### config.mk
export PLATFORM = sky130hd
export DESIGN_NAME = gate_frame_dispatcher
export DESIGN_NICKNAME = d
export VERILOG_FILES = /design/src/rtl/gate_frame_dispatcher_pkg.sv /design/src/rtl/gate_frame_dispatcher_cycle_counter.sv /design/src/rtl/gate_frame_dispatcher.sv
export SDC_FILE = /design/constraint.sdc
export NUM_CORES = 1
export LEC_CHECK = 0
export CAP_MARGIN = 20
export CORE_AREA = 2 2 114 116
export DETAILED_ROUTE_END_ITERATION = 10
export DIE_AREA = 0 0 116 118
export PLACE_DENSITY_LB_ADDON = 0.08
export SLEW_MARGIN = 25
export SYNTH_ARGS = -nofsm -noshare
export SYNTH_HDL_FRONTEND = slang
export SYNTH_SLANG_ARGS = --single-unit
### constraint.sdc
create_clock -name clk -period 9.4 [get_ports clk]
set_clock_uncertainty 0.1 [all_clocks]
set_input_delay 1.88 -clock clk [delete_from_list [all_inputs] [get_ports clk]]
set_output_delay 1.88 -clock clk [all_outputs]
set_load 0.1 [all_outputs]
### src/rtl/gate_frame_dispatcher_pkg.sv
// Shared definitions for the gate frame dispatcher: command word fields, opcodes,
// FSM state encoding and default timing values.
package gate_frame_dispatcher_pkg;

    localparam int DEF_N_MOD      = 9;
    localparam int DEF_SHOOT_W    = 48;
    localparam int DEF_GUARD      = 96;
    localparam int DEF_START_WIN  = 4;
    localparam int DEF_TX_TIMEOUT = 65535;

    localparam logic [3:0] OP_WRITE  = 4'h0;
    localparam logic [3:0] OP_COMMIT = 4'hF;

    localparam int CMD_IDX_LSB  = 12;
    localparam int CMD_OP_LSB   = 8;
    localparam int CMD_DATA_LSB = 0;

    typedef enum logic [2:0] {
        ST_IDLE       = 3'd0,
        ST_LAUNCH     = 3'd1,
        ST_WAIT_START = 3'd2,
        ST_WAIT_DONE  = 3'd3,
        ST_GUARD      = 3'd4,
        ST_SHOOT      = 3'd5
    } state_e;

    function automatic logic [3:0] cmd_idx(input logic [15:0] w);
        return w[CMD_IDX_LSB +: 4];
    endfunction

    function automatic logic [3:0] cmd_op(input logic [15:0] w);
        return w[CMD_OP_LSB +: 4];
    endfunction

    function automatic logic [7:0] cmd_data(input logic [15:0] w);
        return w[CMD_DATA_LSB +: 8];
    endfunction

endpackage

### src/rtl/gate_frame_dispatcher_cycle_counter.sv
// Loadable down-counter with a zero flag; it holds at zero until reloaded,
// so one instance can time every interval of the dispatcher in turn.
module cycle_counter
    import gate_frame_dispatcher_pkg::*;
#(
    parameter int W = 16
) (
    input  logic         clk,
    input  logic         rst_n,
    input  logic         load,
    input  logic [W-1:0] load_val,
    output logic         zero
);

    logic [W-1:0] cnt_q, cnt_d;

    always_comb begin
        cnt_d = cnt_q;
        if (load)
            cnt_d = load_val;
        else if (cnt_q != '0)
            cnt_d = cnt_q - W'(1);
    end

    always_ff @(posedge clk or negedge rst_n) begin
        if (!rst_n) cnt_q <= '0;
        else        cnt_q <= cnt_d;
    end

    assign zero = (cnt_q == '0);

endmodule

### src/rtl/gate_frame_dispatcher.sv
// Collects gate bytes from SPI command words into a shadow bank, broadcasts them to
// the UART transmitters on COMMIT, then fires one shoot pulse after a guard time.
module gate_frame_dispatcher
    import gate_frame_dispatcher_pkg::*;
#(
    parameter int N_MOD      = DEF_N_MOD,
    parameter int SHOOT_W    = DEF_SHOOT_W,
    parameter int GUARD      = DEF_GUARD,
    parameter int START_WIN  = DEF_START_WIN,
    parameter int TX_TIMEOUT = DEF_TX_TIMEOUT
) (
    input  logic               clk,
    input  logic               reset,
    input  logic               cmd_valid,
    input  logic [15:0]        cmd_word,
    input  logic [N_MOD-1:0]   tx_busy,
    input  logic               clear_err,
    output logic [N_MOD-1:0]   start_tx,
    output logic [8*N_MOD-1:0] data_to_tx,
    output logic               shoot,
    output logic               busy,
    output logic               frame_done,
    output logic               err_index,
    output logic               err_overrun,
    output logic               err_timeout
);

    localparam int CW = $clog2(TX_TIMEOUT + 1);

    // Reset asserts asynchronously but releases on a clock edge.
    logic [1:0] rst_sync_q, rst_sync_d;
    logic       rst_n_int;

    assign rst_sync_d = {rst_sync_q[0], 1'b1};
    assign rst_n_int  = rst_sync_q[1];

    always_ff @(posedge clk or negedge reset) begin
        if (!reset) rst_sync_q <= 2'b00;
        else        rst_sync_q <= rst_sync_d;
    end

    logic [3:0] op, idx;
    logic [7:0] gate_byte;
    logic       is_write, is_commit, idx_bad;

    assign op        = cmd_op(cmd_word);
    assign idx       = cmd_idx(cmd_word);
    assign gate_byte = cmd_data(cmd_word);
    assign is_write  = cmd_valid && (op == OP_WRITE);
    assign is_commit = cmd_valid && (op == OP_COMMIT);
    assign idx_bad   = int'(idx) >= N_MOD;

    state_e             state_q, state_d;
    logic [8*N_MOD-1:0] shadow_q, shadow_d;
    logic [8*N_MOD-1:0] data_q, data_d;
    logic [N_MOD-1:0]   start_tx_q, start_tx_d;
    logic               shoot_q, shoot_d;
    logic               frame_done_q, frame_done_d;
    logic               err_index_q, err_index_d;
    logic               err_overrun_q, err_overrun_d;
    logic               err_timeout_q, err_timeout_d;
    logic               timeout_set;
    logic               cnt_load, cnt_zero;
    logic [CW-1:0]      cnt_val;

    cycle_counter #(.W(CW)) u_cnt (
        .clk      (clk),
        .rst_n    (rst_n_int),
        .load     (cnt_load),
        .load_val (cnt_val),
        .zero     (cnt_zero)
    );

    always_comb begin
        shadow_d = shadow_q;
        if (is_write && !idx_bad) begin
            for (int i = 0; i < N_MOD; i++) begin
                if (int'(idx) == i) shadow_d[8*i +: 8] = gate_byte;
            end
        end
    end

    always_comb begin
        state_d      = state_q;
        start_tx_d   = '0;
        data_d       = data_q;
        frame_done_d = 1'b0;
        timeout_set  = 1'b0;
        cnt_load     = 1'b0;
        cnt_val      = '0;
        case (state_q)
            ST_IDLE: begin
                if (is_commit) begin
                    state_d    = ST_LAUNCH;
                    start_tx_d = '1;
                    data_d     = shadow_q;
                    cnt_load   = 1'b1;
                end
            end
            ST_LAUNCH: begin
                state_d  = ST_WAIT_START;
                cnt_load = 1'b1;
                cnt_val  = CW'(START_WIN - 1);
            end
            ST_WAIT_START: begin
                if (&tx_busy) begin
                    state_d  = ST_WAIT_DONE;
                    cnt_load = 1'b1;
                    cnt_val  = CW'(TX_TIMEOUT - 1);
                end else if (cnt_zero) begin
                    state_d     = ST_IDLE;
                    timeout_set = 1'b1;
                end
            end
            ST_WAIT_DONE: begin
                if (tx_busy == '0) begin
                    state_d  = ST_GUARD;
                    cnt_load = 1'b1;
                    cnt_val  = CW'(GUARD - 1);
                end else if (cnt_zero) begin
                    state_d     = ST_IDLE;
                    timeout_set = 1'b1;
                end
            end
            ST_GUARD: begin
                if (cnt_zero) begin
                    state_d  = ST_SHOOT;
                    cnt_load = 1'b1;
                    cnt_val  = CW'(SHOOT_W - 1);
                end
            end
            ST_SHOOT: begin
                if (cnt_zero) begin
                    state_d      = ST_IDLE;
                    frame_done_d = 1'b1;
                end
            end
            default: state_d = ST_IDLE;
        endcase
        // Registering the decoded next state keeps shoot free of decode glitches.
        shoot_d = (state_d == ST_SHOOT);
    end

    // A new error in the same cycle as clear_err keeps the flag set.
    always_comb begin
        err_index_d   = clear_err ? 1'b0 : err_index_q;
        err_overrun_d = clear_err ? 1'b0 : err_overrun_q;
        err_timeout_d = clear_err ? 1'b0 : err_timeout_q;
        if (is_write && idx_bad)              err_index_d   = 1'b1;
        if (is_commit && state_q != ST_IDLE)  err_overrun_d = 1'b1;
        if (timeout_set)                      err_timeout_d = 1'b1;
    end

    always_ff @(posedge clk or negedge rst_n_int) begin
        if (!rst_n_int) begin
            state_q       <= ST_IDLE;
            shadow_q      <= '0;
            data_q        <= '0;
            start_tx_q    <= '0;
            shoot_q       <= 1'b0;
            frame_done_q  <= 1'b0;
            err_index_q   <= 1'b0;
            err_overrun_q <= 1'b0;
            err_timeout_q <= 1'b0;
        end else begin
            state_q       <= state_d;
            shadow_q      <= shadow_d;
            data_q        <= data_d;
            start_tx_q    <= start_tx_d;
            shoot_q       <= shoot_d;
            frame_done_q  <= frame_done_d;
            err_index_q   <= err_index_d;
            err_overrun_q <= err_overrun_d;
            err_timeout_q <= err_timeout_d;
        end
    end

    assign start_tx    = start_tx_q;
    assign data_to_tx  = data_q;
    assign shoot       = shoot_q;
    assign busy        = (state_q != ST_IDLE);
    assign frame_done  = frame_done_q;
    assign err_index   = err_index_q;
    assign err_overrun = err_overrun_q;
    assign err_timeout = err_timeout_q;

endmodule

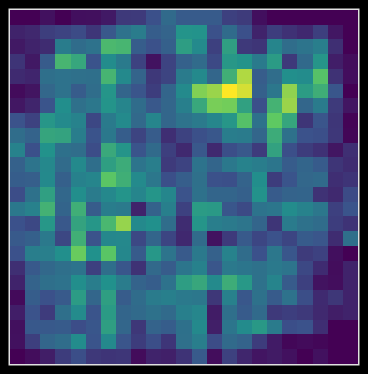
run_1/wire_density.png
Drawn at 3 px/µm. 23 x 24 tiles, from dark purple (low) to yellow (high), scaled to the fullest tile. Values are wire area over tile area, all layers added.
fullest tile: 0.54
tiles over half the peak: 14%
mean over tiles: 0.17
emptiest ninth of the die: bottom right
Post-Route WL: 14940 µm
detailed-route wire length per cell: 19.41 µm
via count: 4210
global-route usage over all layers: 23.24%

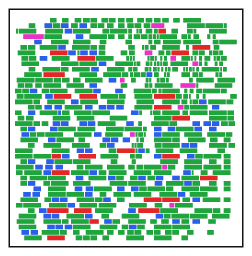
run_1/drive_strength.png
Drawn at 2 px/µm.
legend:
  drive 3 to 4:
    colour: magenta
    cells: 11
    share: 1.8%
    most_used: clkinv_4
  drive 2:
    colour: blue
    cells: 107
    share: 18%
    most_used: mux2_2
  drive 6 and up:
    colour: red
    cells: 24
    share: 4.0%
    most_used: clkbuf_16
  drive 1 or less:
    colour: green
    cells: 456
    share: 76%
    most_used: dfrtp_1

==> reports/results.txt, run 1 <==
Run status - finished, final reports clean
RSZ-0062 raised after global routing - no
Synth Instances - 471
YS warnings - 0
Worst vdd ir - 0.1230 mV
Starting Density - 55.57%
Pwr/cell area - 223.4 nW/µm²
# Post-CTS Setup Buffers - 0
Overflow after GRT - 0
Tightest Pin Transition - 1.029 ns
CTS Buffer Depth - 2
Root buffer cell - clkbuf_16
Sequential power share - 44.1%
WHS Path Cells - 0
Leak Pwr - 4.159 nW
Area grow syn2layout - 26.88%
Vias in the first global route - 4395
Post-CTS sizing - 0
Post-synth seq share - 62.02%
Total die area - 13690 µm²
Area share, top type - 62.02%
Power Internal - 1.377 mW
Post-Syn Area - 6899 µm²
Worst setup margin - 5.102 ns
NetSw - 578.3 µW
CTS tree - built
Flop2flop setup slack - 7.00 ns
Core area - 12410 µm²
Synth area leader - dfrtp_1
Yosys Chip Area - 6899 µm²
Setup Total Neg Slack - 0 ns
Top cells excl fill/tap - 170 x dfrtp_1, 115 x clkdlybuf4s50_1, 104 x mux2_2
Antenna-violating nets left - 0
Worst path cell trace - or3_4 > clkdlybuf4s50_1
Buf/Inv on CP - 1
Clock Sink Count - 171
Iter 0 DRT Violations - 223
# H-tree levels - 4
DRC errors left - 0
Comb pwr share - 18.3%
Total of max-cap violations - 0
Largest net degree at the start of global routing - 77
Syn Nets - 502
Main area contributors - dfrtp_1 62%, mux2_2 17%, mux2_1 6.5%
Via/cell ratio - 5.468
Final net count - 617
Slowest cell on crit path - clkdlybuf4s50_1
Fin crit share - 45.72%
Fin. max-slew vios - 0
Worst r2r path cells - 4
IO buf count - 115
Reg2reg end - data_to_tx[61]
Io pins - 116
Crit path DAT - 2.32 ns
Startpoint types - register
Log Warnings - 27
Hold path endpoint - rst_sync_q[1]
Data required time of the worst path - 7.42 ns
RR Startpoint - state_q[0]
Fin. Hold Viols - 0
Final setup vio count - 0
Final min period - 4.298 ns
Cts-stage hold buffer count - 0
Mean Syn Cell Area - 14.65 µm²
Antenna diodes - 0
Dominant logic cell type in the layout - dfrtp_1
Pwr Total - 1.955 mW
First-pass GRT wire length - 23700 µm
CP Class - reg2out
Placer Congestion - 0.8567
Relative slew margins - 31.18%
Switching share of power - 29.58%
Initial antenna violation count - 0
Dpl hpwl - 9910 µm
Beginning of the worst hold path - rst_sync_q[0]
Ys cells - 471
Rows - 41
Die Y - 118 µm
Fmax - 232.7 MHz
Crit Path Max Fanout - 9
CP peak stage delay - 0.98 ns
Crit-path leading delay family - buffers and inverters
Critical Path Sink Type - output pin
Pre-CTS setup slack - 5.152 ns
Clock power share - 37.6%
Die Width - 116 µm
CTS Buf Count - 17
DR pass1 iterations - 4
Share of cells above drive strength 1 - 23.75%
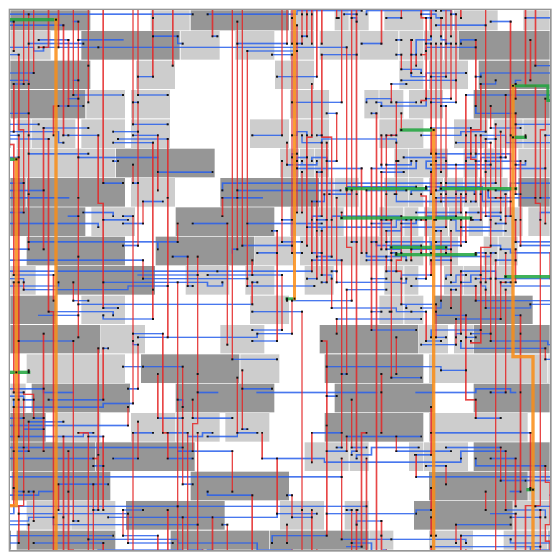
run_1/zoom.png
Region (33, 58) to (83, 108) µm. Cells in grey, sequential cells in the stronger grey; small squares are vias.
legend:
  met2:
    colour: red
  met3:
    colour: green
  met1:
    colour: blue
  met4:
    colour: orange
most frequent: dfrtp_1 (38), mux2_2 (19), clkdlybuf4s50_1 (19)
sequential cells in the window: 38
cells with their middle in the window: 149
netlist names of flops here include: `shadow_q` (14), `data_to_tx` (12), `state_q` (3)

run 1: final cells by class:
type | instances | area, µm²
multi-input cells | 271 | 2425
clock inverters | 10 | 166.4
well taps | 172 | 215.2
clock buffers | 21 | 460.4
flip-flops and latches | 171 | 4283
repair buffers | 118 | 1177
inverters | 7 | 26.28
fillers | 908 | 3661
run 1: layer usage:
layer	up-vias	global-route usage, %	share of wire, %
met5	-	0	0
met4	0	8.482	2.1
met3	21	5.870	4.2
met1	2189	30.90	43
li1	1904	-	-
met2	96	36.99	51
run 1: state kept, by name, indices dropped and copies added, names as in the netlist:
| register | count |
|---|---|
| u_cnt.cnt_q | 16 |
| start_tx | 1 |
| shoot | 1 |
| err_overrun | 1 |
| err_timeout | 1 |
| shadow_q | 72 |
| state_q | 3 |
| data_to_tx | 72 |
| err_index | 1 |
| frame_done | 1 |
| rst_sync_q | 2 |
run 1: cell usage after synthesis, drive strengths merged:
master	instances
a211oi	1
a21oi	4
a31o	1
and2	1
and3	3
and4	2
buf	20
clkbuf	2
conb	1
dfrtp	171
ha	2
inv	7
mux2	144
nand2	17
nand2b	4
nand3	3
nand3b	1
nand4	7
nand4b	2
nor2	11
nor2b	2
nor3	8
nor3b	4
nor4	7
nor4b	1
o211ai	1
o21a	1
o21ai	18
o22ai	1
o311ai	1
o31a	1
o31ai	2
or3	2
or4	3
xnor2	11
xor2	4
run 1: worst reg2reg max path, stage by stage (launching register included):
cell and delay [ns]:
dfrtp_1 0.47, or3_4 0.44, nor3b_4 0.21, buf_6 0.56, mux2_2 0.51
run 1: how the worst max path moves through the flow:
stage,endpoint,slack [ns],start,cells past startpoint
6_report,busy,5.10,state_q[0],2
5_1_grt,busy,5.06,state_q[0],2
4_1_cts,busy,5.10,state_q[0],2
3_5_place_dp,data_to_tx[71],5.15,cmd_word[11],5
3_3_place_gp,data_to_tx[2],5.19,cmd_word[11],5
2_1_floorplan,data_to_tx[0],4.18,rst_sync_q[1],0
run 1: power groups by stage:
| stage | registers (mW) | logic (mW) | clock network, mW |
|---|---|---|---|
| floorplan | 0.967 | 0.162 | 0 |
| global placement | 0.870 | 0.344 | 0 |
| detailed placement | 0.874 | 0.355 | 0 |
| CTS | 0.862 | 0.361 | 0.746 |
| global route | 0.872 | 0.381 | 0.780 |
| finish | 0.862 | 0.359 | 0.734 |
run 1: through the flow:
step	std cells	hold WS [ns]	utilization [%]	instance area, µm²
2_1_floorplan	471	0.2312	-	6899
3_3_place_gp	739	0.2397	65.43	8123
3_5_place_dp	739	0.2396	65.43	8123
4_1_cts	770	0.2580	70.48	8750
5_1_grt	770	0.2584	70.51	8753
6_report	770	0.2543	70.51	8753
run 1: logic make-up (layout without fill, tap and decap cells):
family | Yosys count | count (layout) | synth area share, %
flip-flops | 171 | 171 | 62.02
multiplexers | 144 | 144 | 23.50
AND/OR/NAND/NOR | 78 | 78 | 6.710
AND-OR/OR-AND | 31 | 31 | 2.612
buffers and inverters | 29 | 156 | 2.829
XOR/XNOR | 15 | 15 | 1.904
adder cells (fa/ha/maj) | 2 | 2 | 0.3627
other | 1 | 1 | 0.05435
==> run 1 -> run 2 <==
Settings changed: CORE_AREA 2 2 114 116 to 2 2 118 120, DIE_AREA 0 0 116 118 to 0 0 120 122.
Clock period 9.4 ns to 4.51 ns, I/O delays scaled along.
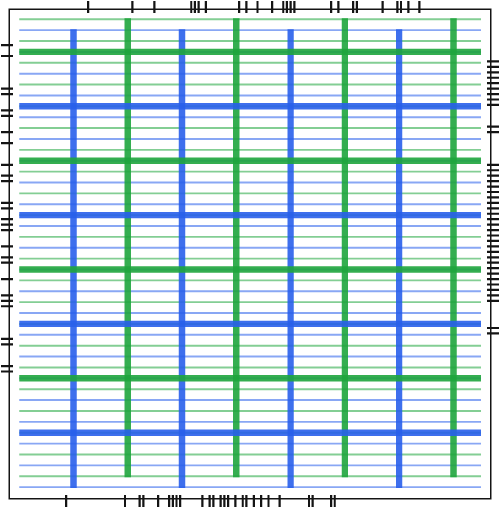
run_2/pdn.png
Drawn at 4 px/µm. Pins as bars on the die edge.
legend:
  VSS:
    colour: blue
  VDD:
    colour: green
met1 rails: 44
met5 straps: 8
rows: 43
signal pins: 116
met4 straps: 8
Die Y: 122 µm
Die Width: 120 µm
worst vdd ir: 0.3850 mV
core area: 13500 µm²

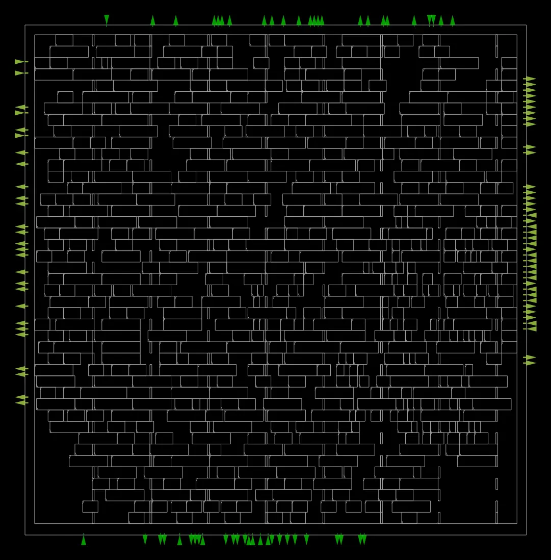
run_2/final_placement.png
final core occ: 65.81%
Non-Filler Instances: 781
number of fill cells: 989
# Taps: 180
flop count: 171

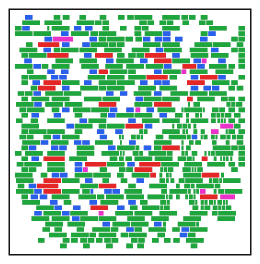
run_2/drive_strength.png
Drawn at 2 px/µm.
legend:
  drive 3 to 4:
    colour: magenta
    cells: 10
    share: 1.7%
    most_used: buf_4
  drive 6 and up:
    colour: red
    cells: 30
    share: 5.0%
    most_used: clkbuf_16
  drive 1 or less:
    colour: green
    cells: 454
    share: 76%
    most_used: dfrtp_1
  drive 2:
    colour: blue
    cells: 107
    share: 18%
    most_used: mux2_2

==> run 2 against run 1 <==
  * Core utilization decreased by 4.7 points
  * Sequential share of layout area is 0.74 points lower
  * Hold slack improved by 0.0047 ns
  * Critical path depth unchanged
  * First-iteration DRC count up 23%
  * Worst setup slack got worse by 3.9 ns
  * Final area grew 1.5%
  * Clock power is 140% higher
  * Sequential power up 110%
  * Via count decreased by 0.88%
  * Global-route usage shrank 1.9 points
  * Critical path type unchanged
  * Critical endpoint unchanged
  * Largest power group unchanged
  * Highest routed layer unchanged
==> reports/results.txt, run 2 <==
Run status - finished, final reports clean
CP Class - reg2out
Synth Instances - 471
CTS Buf Count - 17
Final net count - 619
Fin. max-slew vios - 0
Area share, top type - 62.02%
Setup Total Neg Slack - 0 ns
Initial antenna violation count - 0
Fin. Hold Viols - 0
Largest net degree at the start of global routing - 68
Register Area - 4283 µm²
Starting Density - 51.09%
CTS tree - built
Fraction of registers with async set/reset - 100.0%
Latency at later pin - 0.42 ns
Fmax - 302.1 MHz
Synth area leader - dfrtp_1
Synthesized flop and latch total - 171
Pwr/cell area - 484.4 nW/µm²
CTS Buffer Depth - 2
YS warnings - 0
Global-route usage over all layers - 21.30%
Worst Setup SP - state_q[0]
Most common cell in the netlist - dfrtp_1
Synth top cells by count - 171 x dfrtp_1, 104 x mux2_2, 40 x mux2_1
Critical Path Sink Type - output pin
Area grow syn2layout - 28.82%
Post-Syn Area - 6899 µm²
Data required time of the worst path - 3.51 ns
Comb gate area - 2425 µm²
Tightest Pin Transition - 1.029 ns
Total of max-cap violations - 0
Number of flops mapped to enable cells by yosys - 0
DR pass1 iterations - 4
Mean Syn Cell Area - 14.65 µm²
Crit Path Max Fanout - 9
Detailed-route wire length per cell - 18.74 µm
Final min period - 3.310 ns
Post-Route WL - 14630 µm
First-pass GRT wire length - 23590 µm
# H-tree levels - 4
Crit path DAT - 2.31 ns
Antenna-violating nets left - 0
Top cells excl fill/tap - 170 x dfrtp_1, 115 x clkdlybuf4s50_1, 104 x mux2_2
Root buffer cell - clkbuf_16
Relative slew margins - 31.18%
Post-synth seq share - 62.02%
Fin crit share - 73.39%
Clock Sink Count - 171
Ys cells - 471
Beginning of the worst hold path - rst_sync_q[0]
Dominant logic cell type in the layout - dfrtp_1
Vias in the first global route - 4447
Share of cells above drive strength 1 - 24.46%
RR Startpoint - state_q[0]
WHS - 0.2591 ns
Post-CTS sizing - 0
Iter 0 DRT Violations - 274
Antenna diodes - 0
Leak Pwr - 4.223 nW
DRC errors left - 0
Final setup vio count - 0
Log Warnings - 27
Main area contributors - dfrtp_1 62%, mux2_2 17%, mux2_1 6.5%
Cts-stage hold buffer count - 0
Main synth FF type - dfrtp_1
Startpoint types - register
Io pins - 116
Via/cell ratio - 5.343
Via count - 4173
RSZ-0062 raised after global routing - no
==> run 2: netlist changes by cell type in the layout (fill, tap and decap cells not counted) <==
cell        before  now
clkinvlp_4       2    1
buf_12           0    1
buf_6            1    0
inv_6            0    3
clkbuf_1         2    0
bufinv_16        4    8
clkinv_4         3    1
clkbuf_8         2    1
buf_4            2    4
==> run 2: worst paths after layout <==
path	slack (ns)	depth (start not counted)	end
worst min-delay path	0.26	0	rst_sync_q[1]
max in group asynchronous	2.89	1	u_cnt.cnt_q[2]
worst max register to register	1.95	4	data_to_tx[57]
worst min register to register	0.26	0	rst_sync_q[1]
worst max-delay path	1.20	2	busy
min in group asynchronous	0.34	0	shadow_q[3]
==> run 2: final cells by class <==
type / count / share of cell area, %
inverter: 7 / 0.2956
clock inverter: 14 / 3.238
tap: 180 / 2.534
multi-input combinational: 271 / 27.28
timing repair buffer: 120 / 13.52
sequential: 171 / 48.19
clock buffer: 18 / 4.942
==> run 2: logic make-up after synthesis <==
| logic type | after synthesis | synth area share, % |
|---|---|---|
| buf+inv | 29 | 2.829 |
| xor+xnor | 15 | 1.904 |
| mux | 144 | 23.50 |
| other cells | 1 | 0.05435 |
| fa+ha+maj | 2 | 0.3627 |
| compound gates | 31 | 2.612 |
| flops | 171 | 62.02 |
| simple gates | 78 | 6.710 |
==> run 2: worst max-delay path: stages (launching register included) <==
cell	delay (ns)
dfrtp_1	0.48
or3_4	0.43
clkdlybuf4s50_1	0.98
==> run 2: through the flow <==
| step | instances | cell area, µm² | total power, mW | worst slack, ns |
|---|---|---|---|---|
| global placement | 749 | 8160 | 2.543 | 1.295 |
| finish | 781 | 8887 | 4.305 | 1.200 |
| CTS | 781 | 8887 | 4.332 | 1.185 |
| detailed placement | 749 | 8160 | 2.562 | 1.233 |
| global route | 781 | 8887 | 4.465 | 1.143 |
| floorplan | 471 | 6900 | 2.354 | 1.583 |
==> run 2: routing by layer <==
layer | share of wire, % | global-route usage [%] | vias up
li1 | - | - | 1912
met5 | 0 | 0 | -
met1 | 45 | 28.53 | 2128
met2 | 48 | 34.34 | 111
met3 | 5.2 | 5.712 | 22
met4 | 1.7 | 6.324 | 0
==> run 2: power breakdown <==
group / internal, mW / leakage [nW] / switching [mW]
Combinational: 0.253 / 1.53 / 0.484
Clock: 1.17 / 0.352 / 0.599
Sequential: 1.66 / 2.34 / 0.137
Total: 3.09 / 4.22 / 1.22
==> run 2 -> run 3 <==
Clock period 4.51 ns to 3.25 ns, I/O delays scaled along.
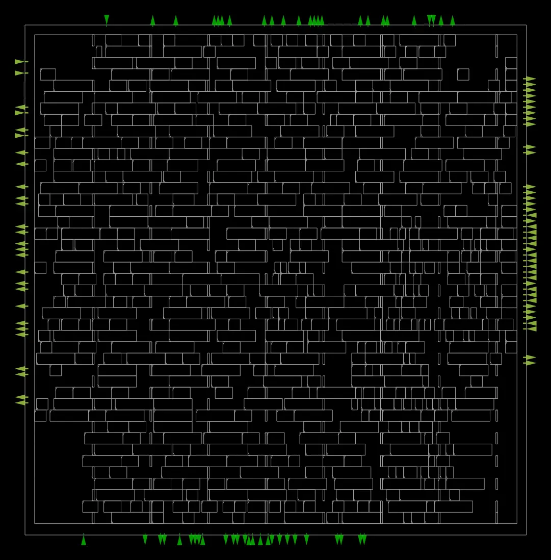
run_3/final_placement.png
Rows: 43
sequential share of cell area: 49.42%

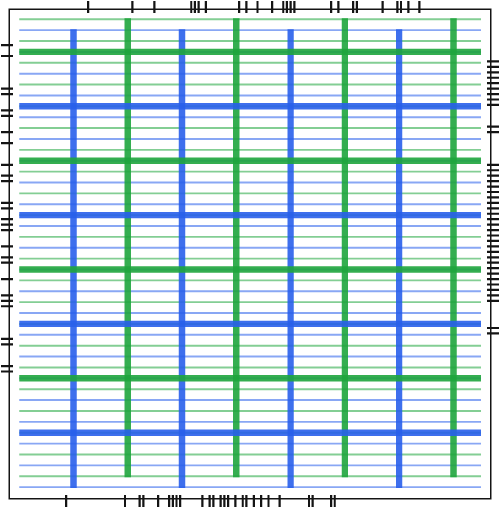
run_3/pdn.png
Drawn at 4 px/µm. Pins as bars on the die edge.
legend:
  VSS:
    colour: blue
  VDD:
    colour: green
met5 straps: 8
rows: 43
worst vdd ir: 0.3977 mV

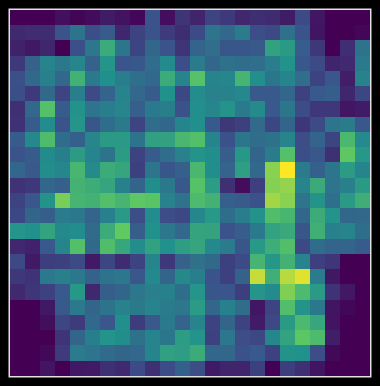
run_3/wire_density.png
Drawn at 3 px/µm. 24 x 24 tiles, from dark purple (low) to yellow (high), scaled to the fullest tile. Values are wire area over tile area, all layers added.
tiles over half the peak: 20%
nearly empty tiles: 7.3%
fullest tile: 0.45
emptiest ninth of the die: bottom left
mean over tiles: 0.15
detailed-route wire length per cell: 18.16 µm
Post-Route WL: 14250 µm
via count: 4196
global-route usage over all layers: 20.65%

==> run 3 against run 2 <==
  * Sequential cell count did not move
  * Sequential share of layout area rose by 1.2 points
  * Clock power rose by 24%
  * Highest routed layer unchanged
==> reports/results.txt, run 3 <==
Leak Pwr - 4.395 nW
Main synth FF type - dfrtp_1
Post-CTS sizing - 0
Dpl hpwl - 9505 µm
Fin crit share - 74.64%
IO buf count - 115
Final net count - 623
Crit path DAT - 2.59 ns
Fraction of registers with async set/reset - 100.0%
Post-Syn Area - 6899 µm²
Overflow after GRT - 0
Tightest Pin Transition - 0.5674 ns
Fin. Hold Viols - 0
Run status - finished, final reports clean
CP Class - in2reg
Log Warnings - 27
Final setup vio count - 0
Vias in the first global route - 4222
Placer Congestion - 0.8329
Top cells excl fill/tap - 170 x dfrtp_1, 104 x mux2_2, 92 x buf_4
Final core occ - 64.17%
Synth area leader - dfrtp_1
Total die area - 14640 µm²
Die Width - 120 µm
Clock transition at path regs - 0.06 ns
Fmax - 412.2 MHz
Pwr Total - 5.702 mW
Startpoint types - primary input
Fin. max-slew vios - 0
CTS tree - built
Starting Density - 51.09%
Mean Syn Cell Area - 14.65 µm²
Yosys Chip Area - 6899 µm²
Non-Filler Instances - 785
Syn Nets - 502
Worst setup margin - 0.8240 ns
Final min period - 2.426 ns
CTS Buffer Depth - 2
Synth Instances - 471
Post-DP Area - 7990 µm²
Share of cells above drive strength 1 - 39.17%
Area grow syn2layout - 25.61%
Relative slew margins - 62.05%
Iter 0 DRT Violations - 207
Critical Path Sink Type - register
Synthesized flop and latch total - 171
Data required time of the worst path - 3.42 ns
Pwr/cell area - 657.9 nW/µm²
RSZ-0062 raised after global routing - no
Post-synth seq share - 62.02%
Number of flops mapped to enable cells by yosys - 0
Pre-CTS setup slack - 0.4205 ns
Largest net degree at the start of global routing - 77
Root buffer cell - clkbuf_16
Cts-stage hold buffer count - 0
Crit Path Max Fanout - 14
Die Y - 122 µm
Ys cells - 471
Dominant logic cell type in the layout - dfrtp_1
# Post-CTS Setup Buffers - 0
DR pass1 iterations - 5
Setup Total Neg Slack - 0 ns
DRC errors left - 0
WHS - 0.2094 ns
Total of max-cap violations - 0
Worst Hold Class - reg2async
Io pins - 116
Antenna-violating nets left - 0
DP Cell Count - 752
Cell Type Count - 43
CTS Buf Count - 17
Via/cell ratio - 5.345
Core area - 13500 µm²
Latency at later pin - 0.42 ns
Initial antenna violation count - 0
First-pass GRT wire length - 22670 µm
Main area contributors - dfrtp_1 62%, mux2_2 17%, mux2_1 6.5%
Antenna diodes - 0
Number of fill cells - 1019
Most common cell in the netlist - dfrtp_1
YS warnings - 0
Clock Sink Count - 171
# H-tree levels - 4
Fin area - 8666 µm²
Synth top cells by count - 171 x dfrtp_1, 104 x mux2_2, 40 x mux2_1
Area share, top type - 62.02%
run 3: cell counts after synthesis:
Identical to the previous run, type by type.
run 3: area by class of cell:
type	instances	area, µm²	area share, %
tap	180	225.2	2.599
clock buffer	23	498.0	5.746
inverter	7	26.28	0.3032
sequential	171	4283	49.42
clock inverter	9	157.7	1.819
timing repair buffer	124	1051	12.13
multi-input combinational	271	2425	27.98
run 3: path summary, 6_finish.rpt:
path | start | endpoint | slack, ns | cells past startpoint
worst max-delay path | tx_busy[4] | u_cnt.cnt_q[7] | 0.82 | 6
worst min-delay path | rst_sync_q[1] | data_to_tx[12] | 0.21 | 0
worst max register to register | u_cnt.cnt_q[0] | state_q[0] | 0.96 | 7
worst min register to register | rst_sync_q[1] | data_to_tx[12] | 0.21 | 0
max in group asynchronous | rst_sync_q[1] | err_index | 2.00 | 2
min in group clk | rst_sync_q[0] | rst_sync_q[1] | 0.25 | 0
run 3: per-layer routing:
metal	track usage, %	share of wire, %	wire (µm)	vias up
met5	0	0	0	-
met4	6.029	1.1	159	0
met3	5.852	5.4	763	13
met2	33.45	49	7011	113
met1	27.37	44	6317	2150
li1	-	-	-	1920
run 3: kinds of logic (layout without fill, tap and decap cells):
| group | count (synthesis) | in the layout | synth area share (%) |
|---|---|---|---|
| DFF | 171 | 171 | 62.02 |
| muxes | 144 | 144 | 23.50 |
| and+or+nand+nor | 78 | 78 | 6.710 |
| AOI/OAI and AO/OA | 31 | 31 | 2.612 |
| buffers and inverters | 29 | 163 | 2.829 |
| xor gates and xnor gates | 15 | 15 | 1.904 |
| adders and majority gates | 2 | 2 | 0.3627 |
| other | 1 | 1 | 0.05435 |
run 3: worst max-delay path, stage by stage:
cell and delay (ns):
clkdlybuf4s50_1 0.43, nor4_1 0.42, nand4_1 0.30, a31o_2 0.29, nand2_1 0.32, o21ai_0 0.18
run 3: where the power goes:
part           switching, mW  internal (mW)  total (mW)
Combinational          0.675          0.339        1.01
Clock                  0.800           1.39        2.19
Sequential             0.187           2.31        2.49
Power and IR drop assume default switching activity.
